==> src/rtl/spi_pkg.sv <==
// Shared SPI link definitions: payload width, CS level, TX states.
// Imported by both ends of the 12-bit link.
package spi_pkg;

  localparam int SPI_DATA_W = 12;

  localparam logic CS_ACTIVE = 1'b0;
  localparam logic CS_IDLE   = 1'b1;

  typedef enum logic [1:0] {
    IDLE,
    START,
    SEND,
    GAP
  } state_t;

  // Counter width that stays legal for a count of one.
  function automatic int cw(input int n);
    return (n > 1) ? $clog2(n) : 1;
  endfunction

endpackage

==> src/rtl/spi_master_tx_if.sv <==
// Host request handshake plus the serial pins of the SPI transmitter.
// master = host side, slave = the transmitter.
interface spi_master_tx_if
  import spi_pkg::*;
#(
  parameter int DATA_W = SPI_DATA_W
);

  logic              newd;
  logic [DATA_W-1:0] din;
  logic              ready;
  logic              done;
  logic              sync_clock;
  logic              CS;
  logic              MOSI;

  modport master (
    output newd,
    output din,
    input  ready,
    input  done,
    input  sync_clock,
    input  CS,
    input  MOSI
  );

  modport slave (
    input  newd,
    input  din,
    output ready,
    output done,
    output sync_clock,
    output CS,
    output MOSI
  );

endinterface

==> src/rtl/spi_clk_div.sv <==
// Free-running serial clock divider with fall/rise strobes.
// Strobes are high in the clk cycle whose edge flips sync_clock.
module spi_clk_div
  import spi_pkg::*;
#(
  parameter int CLK_DIV = 4
) (
  input  logic clk,
  input  logic rst_n,
  output logic sync_clock,
  output logic fall_tick,
  output logic rise_tick
);

  localparam int CW = cw(CLK_DIV);
  localparam logic [CW-1:0] LAST = CW'(CLK_DIV - 1);

  logic [CW-1:0] cnt_q;
  logic          wrap;

  assign wrap      = (cnt_q == LAST);
  assign fall_tick = wrap & sync_clock;
  assign rise_tick = wrap & ~sync_clock;

  always_ff @(posedge clk or negedge rst_n) begin
    if (!rst_n) begin
      cnt_q      <= '0;
      sync_clock <= 1'b0;
    end else if (wrap) begin
      cnt_q      <= '0;
      sync_clock <= ~sync_clock;
    end else begin
      cnt_q      <= cnt_q + 1'b1;
    end
  end

endmodule

==> src/rtl/spi_master_tx.sv <==
// SPI transmit end: latches a host word, sends it LSB-first with
// an arm edge before the data and a CS-high gap after it.
module spi_master_tx
  import spi_pkg::*;
#(
  parameter int DATA_W  = SPI_DATA_W,
  parameter int CLK_DIV = 4,
  parameter int GAP_CYC = 2
) (
  input  logic           clk,
  input  logic           rst_n,
  spi_master_tx_if.slave bus
);

  localparam int BCW = cw(DATA_W);
  localparam int GCW = cw(GAP_CYC);
  localparam logic [BCW-1:0] BC_LAST = BCW'(DATA_W - 1);
  localparam logic [GCW-1:0] GC_LAST = GCW'(GAP_CYC - 1);

  logic sclk;
  logic fall_tick;
  logic unused_rise;

  spi_clk_div #(
    .CLK_DIV (CLK_DIV)
  ) u_div (
    .clk        (clk),
    .rst_n      (rst_n),
    .sync_clock (sclk),
    .fall_tick  (fall_tick),
    .rise_tick  (unused_rise)
  );

  state_t            state_q, state_d;
  logic [DATA_W-1:0] sreg_q, sreg_d;
  logic [BCW-1:0]    bitcnt_q, bitcnt_d;
  logic [GCW-1:0]    gapcnt_q, gapcnt_d;
  logic              pending_q, pending_d;
  logic              cs_q, cs_d;
  logic              mosi_q, mosi_d;
  logic              ready_q, ready_d;
  logic              done_q, done_d;
  logic              accept;

  assign accept = bus.newd & ready_q;

  always_ff @(posedge clk or negedge rst_n) begin
    if (!rst_n) begin
      state_q   <= IDLE;
      sreg_q    <= '0;
      bitcnt_q  <= '0;
      gapcnt_q  <= '0;
      pending_q <= 1'b0;
      cs_q      <= CS_IDLE;
      mosi_q    <= 1'b0;
      ready_q   <= 1'b1;
      done_q    <= 1'b0;
    end else begin
      state_q   <= state_d;
      sreg_q    <= sreg_d;
      bitcnt_q  <= bitcnt_d;
      gapcnt_q  <= gapcnt_d;
      pending_q <= pending_d;
      cs_q      <= cs_d;
      mosi_q    <= mosi_d;
      ready_q   <= ready_d;
      done_q    <= done_d;
    end
  end

  always_comb begin
    state_d   = state_q;
    sreg_d    = sreg_q;
    bitcnt_d  = bitcnt_q;
    gapcnt_d  = gapcnt_q;
    pending_d = pending_q;
    cs_d      = cs_q;
    mosi_d    = mosi_q;
    ready_d   = ready_q;
    done_d    = 1'b0;

    // ready only rises in IDLE with nothing pending, so a
    // latch never collides with a shift below.
    if (accept) begin
      sreg_d    = bus.din;
      pending_d = 1'b1;
      ready_d   = 1'b0;
    end

    if (fall_tick) begin
      unique case (state_q)
        IDLE: begin
          if (pending_q) begin
            cs_d      = CS_ACTIVE;
            pending_d = 1'b0;
            state_d   = START;
          end
        end
        START: begin
          mosi_d   = sreg_q[0];
          sreg_d   = sreg_q >> 1;
          bitcnt_d = '0;
          state_d  = SEND;
        end
        SEND: begin
          if (bitcnt_q == BC_LAST) begin
            cs_d     = CS_IDLE;
            mosi_d   = 1'b0;
            done_d   = 1'b1;
            gapcnt_d = '0;
            state_d  = GAP;
          end else begin
            mosi_d   = sreg_q[0];
            sreg_d   = sreg_q >> 1;
            bitcnt_d = bitcnt_q + 1'b1;
          end
        end
        GAP: begin
          if (gapcnt_q == GC_LAST) begin
            state_d = IDLE;
            ready_d = 1'b1;
          end else begin
            gapcnt_d = gapcnt_q + 1'b1;
          end
        end
        default: state_d = IDLE;
      endcase
    end
  end

  assign bus.sync_clock = sclk;
  assign bus.CS         = cs_q;
  assign bus.MOSI       = mosi_q;
  assign bus.ready      = ready_q;
  assign bus.done       = done_q;

endmodule

==> src/flat_wrapper.sv <==
// flat-port wrapper written by rule: the top's interface ports become plain ports
module spi_master_tx_flat import spi_pkg::*;
#(
  parameter int DATA_W  = SPI_DATA_W,
  parameter int CLK_DIV = 4,
  parameter int GAP_CYC = 2
)
  (clk, rst_n, bus_newd, bus_din, bus_ready, bus_done, bus_sync_clock, bus_CS, bus_MOSI);
  spi_master_tx_if #(.DATA_W(DATA_W)) bus_i ();
  input  logic clk;
  input  logic rst_n;
  input wire logic [$bits(bus_i.newd)-1:0] bus_newd;
  input wire logic [$bits(bus_i.din)-1:0] bus_din;
  output wire logic [$bits(bus_i.ready)-1:0] bus_ready;
  output wire logic [$bits(bus_i.done)-1:0] bus_done;
  output wire logic [$bits(bus_i.sync_clock)-1:0] bus_sync_clock;
  output wire logic [$bits(bus_i.CS)-1:0] bus_CS;
  output wire logic [$bits(bus_i.MOSI)-1:0] bus_MOSI;
  assign bus_i.newd = bus_newd;
  assign bus_i.din = bus_din;
  assign bus_ready = bus_i.ready;
  assign bus_done = bus_i.done;
  assign bus_sync_clock = bus_i.sync_clock;
  assign bus_CS = bus_i.CS;
  assign bus_MOSI = bus_i.MOSI;
  spi_master_tx #(.DATA_W(DATA_W), .CLK_DIV(CLK_DIV), .GAP_CYC(GAP_CYC)) u_core (.clk(clk), .rst_n(rst_n), .bus(bus_i));
endmodule
==> config.mk <==
export PLATFORM = sky130hd
export DESIGN_NAME = spi_master_tx_flat
export DESIGN_NICKNAME = d
export VERILOG_FILES = /design/src/rtl/spi_pkg.sv /design/src/rtl/spi_master_tx_if.sv /design/src/rtl/spi_clk_div.sv /design/src/rtl/spi_master_tx.sv /design/src/flat_wrapper.sv
export SDC_FILE = /design/constraint.sdc
export NUM_CORES = 1
export LEC_CHECK = 0
export CORE_AREA = 5 5 56 58
export CTS_CLUSTER_DIAMETER = 50
export DETAILED_ROUTE_END_ITERATION = 12
export DIE_AREA = 0 0 61 63
export GPL_TIMING_DRIVEN = 0
export PLACE_DENSITY_LB_ADDON = 0.05
export REMOVE_ABC_BUFFERS = 1
export SLEW_MARGIN = 25
export SYNTH_ARGS = -nofsm -noshare
export SYNTH_HDL_FRONTEND = slang
export SYNTH_HIERARCHICAL = 1
export SYNTH_SLANG_ARGS = --single-unit
==> constraint.sdc <==
create_clock -name clk -period 3.3 [get_ports clk]
set_input_delay 0.66 -clock clk [delete_from_list [all_inputs] [get_ports clk]]
set_output_delay 0.66 -clock clk [all_outputs]
set_load 0.03 [all_outputs]
==> reports/qor.csv, run 1 <==
metric;value;unit
status;complete, no violations;
timing.fmax;445;MHz
endpoint;bus_ready;
fin_total_pwr;0.000939;W
crit_path_start;u_core/bus.ready;
clockNetworkAreaShare;1.92;%
clock_latency;340;ps
p_sw_share;34.9;%
hold_viol_final;0;
worstMarginPinSlew;763;ps
clock_buffers;3;
slew_headroom;49.1;%
synth_area;1350;sq um
path_cells;clkdlybuf4s50_1;
fin_crit;2250;ps
place_area;1530;sq um
grt_pass1_vias;965;
tns;0;ps
r2r_slack;1320;ps
area_growth;16.1;%
cpMaxStageDelayCell;clkdlybuf4s50_1;
timing.final.ws_setup;1050;ps
routed_via_density;5.68;
r2r-start;u_core/state_q[0];
drc_errors;0;
drive_above_1_share;8.09;%
inv_count;6;
avgSynthCellArea;11.3;sq um
peakVddDrop;342;uV
largest_register_ff_count;12;
rr_worst_depth;5;
top_usage_layer;met2;
postCtsHoldBufs;0;
grt_max_degree;28;
comb_share;39.0;%
pre_cts_ws;1150;ps
final_cell_mix;25 x dfrtp_1, 18 x clkdlybuf4s50_1, 12 x mux2i_1;
cp_top_family;buffers and inverters;
p_leak;0.743;nW
power.density;600;nW/um^2
power_leader;sequential cells;
antenna_found_initial;0;
seq_share;43.4;%
internal-power;0.000612;W
cts_made_buffers;3;
clockRootBuffer;clkbuf_4;
fin_util;59.8;%
fill_cells;239;
timing.rr.end;u_core/sreg_q[0];
antenna_left;0;
top_regs;u_core/sreg_q: 12 flops, u_core/bitcnt_q: 4 flops;
numClockSinks;27;
hp-class;input port to async pin;
skew;12.3;ps
crit_cells;1;
core-area;2620;sq um
final-setup-viol-count;0;
buf_share;11.8;%
timing.hold.ws;290;ps
cts_buffer_depth;2;
fin_area;1560;sq um
ctsHtreeMaxLevel;1;
dpl.hpwl;1.73;mm
drt-initial-drc-count;28;
Figure 1. M1 wires (run 1).
Supply wires on this layer in gray.
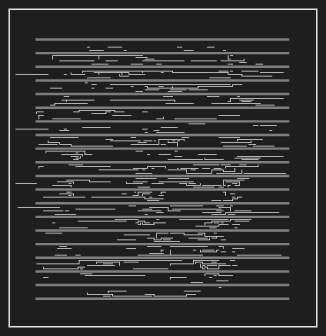
wire length on this layer = 1120 um
nets with wire on the layer = 140
main direction = horizontal
share of all routed wire = 46%
longest straight run = 23.9 um
routing usage on met1: 19.3%
final WL: 2.41 mm
total number of vias: 948

Figure 2. Met2 routing (run 1).
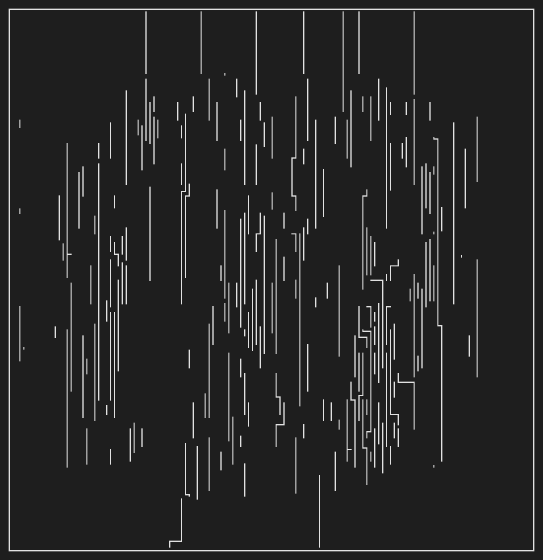
wire length on this layer = 1150 um
share of all routed wire = 48%
longest straight run = 27.5 um
main direction = vertical
nets with wire on the layer = 134
M2 GR Usage: 21.4%

Figure 3. Met3 routing (run 1).
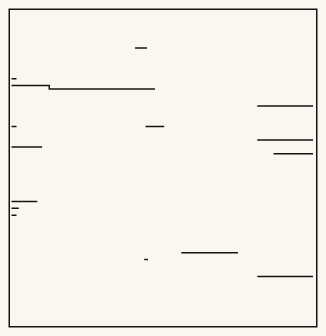
main direction = horizontal
longest straight run = 20.9 um
share of all routed wire = 4.1%
M3 GR Usage: 3.31%

--- run 2 (diff from run 1) ---
- CORE_AREA: 5 5 56 58 -> 5 5 60 62
- DIE_AREA: 0 0 61 63 -> 0 0 65 67
- clock period: 3.3 -> 2 ns (I/O delays scaled with it)
Figure 4. Clock nets (run 2).
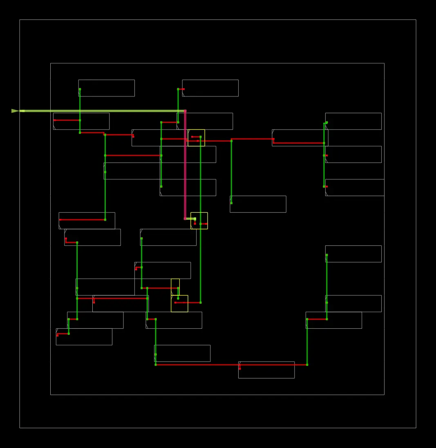
Clk. pwr: 0.000228 W
Clk Latency, worst-skew pair: 310 ps
cts bufs inserted: 3

Figure 5. Met2 routing (run 2).
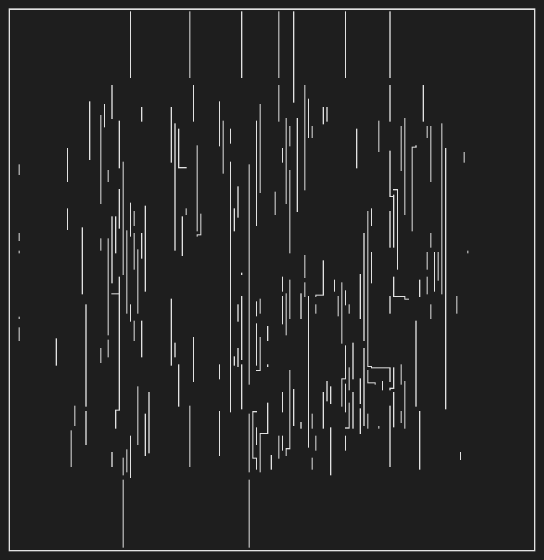
nets with wire on the layer = 128
main direction = vertical

==> run 2 against run 1 <==
Hold slack lost 230 ps. Synthesized cell count unchanged. Register-to-register slack lost 1200 ps. Setup slack lost 890 ps. Count of clock-buffer cells in the layout up 1. First-iteration DRC count grew to 2.9 times the previous value. Clock skew is 11 ps lower. Design area rose by 0.72%.
==> reports/qor.csv, run 2 <==
metric;value;unit
clock_buffers;4;
fin_crit;1840;ps
peakVddDrop;426;uV
core-area;2980;sq um
comb_share;39.2;%
endpoint;u_core/sreg_q[10];
drt-initial-drc-count;80;
routed_wl;2.34;mm
path_cells;ha_1 > and3b_1 > a211oi_4 > o2bb2ai_1;
tns;0;ps
cpMaxStageDelayCell;a211oi_4;
cp_top_family;AND-OR/OR-AND gates;
skew;1.56;ps
antenna_found_initial;0;
rr_worst_depth;4;
vias;927;
worstMarginPinSlew;671;ps
inv_count;6;
buf_share;12.1;%
hp-class;input port to async pin;
top_regs;u_core/sreg_q: 12 flops, u_core/bitcnt_q: 4 flops;
power.density;977;nW/um^2
timing.hold.ws;58.9;ps
drive_above_1_share;7.35;%
clockNetworkAreaShare;1.67;%
area_growth;16.9;%
status;complete, no violations;
fill_cells;268;
final-setup-viol-count;0;
grt_max_degree;28;
p_sw_share;34.2;%
avgSynthCellArea;11.3;sq um
top_usage_layer;met1;
slew_headroom;55.2;%
grt_pass1_vias;855;
cts_buffer_depth;2;
clockRootBuffer;clkbuf_4;
met3_usage;2.70;%
p_leak;0.781;nW
fin_total_pwr;0.00154;W
timing.rr.end;u_core/sreg_q[10];
routed_via_density;5.49;
fin_util;52.9;%
seq_share;43.1;%
numClockSinks;27;
largest_register_ff_count;12;
antenna_left;0;
power_leader;sequential cells;
internal-power;0.00101;W
timing.final.ws_setup;162;ps
use_met1;17.0;%
drc_errors;0;
No activity file was given, so power comes from the tool's default toggle rates.
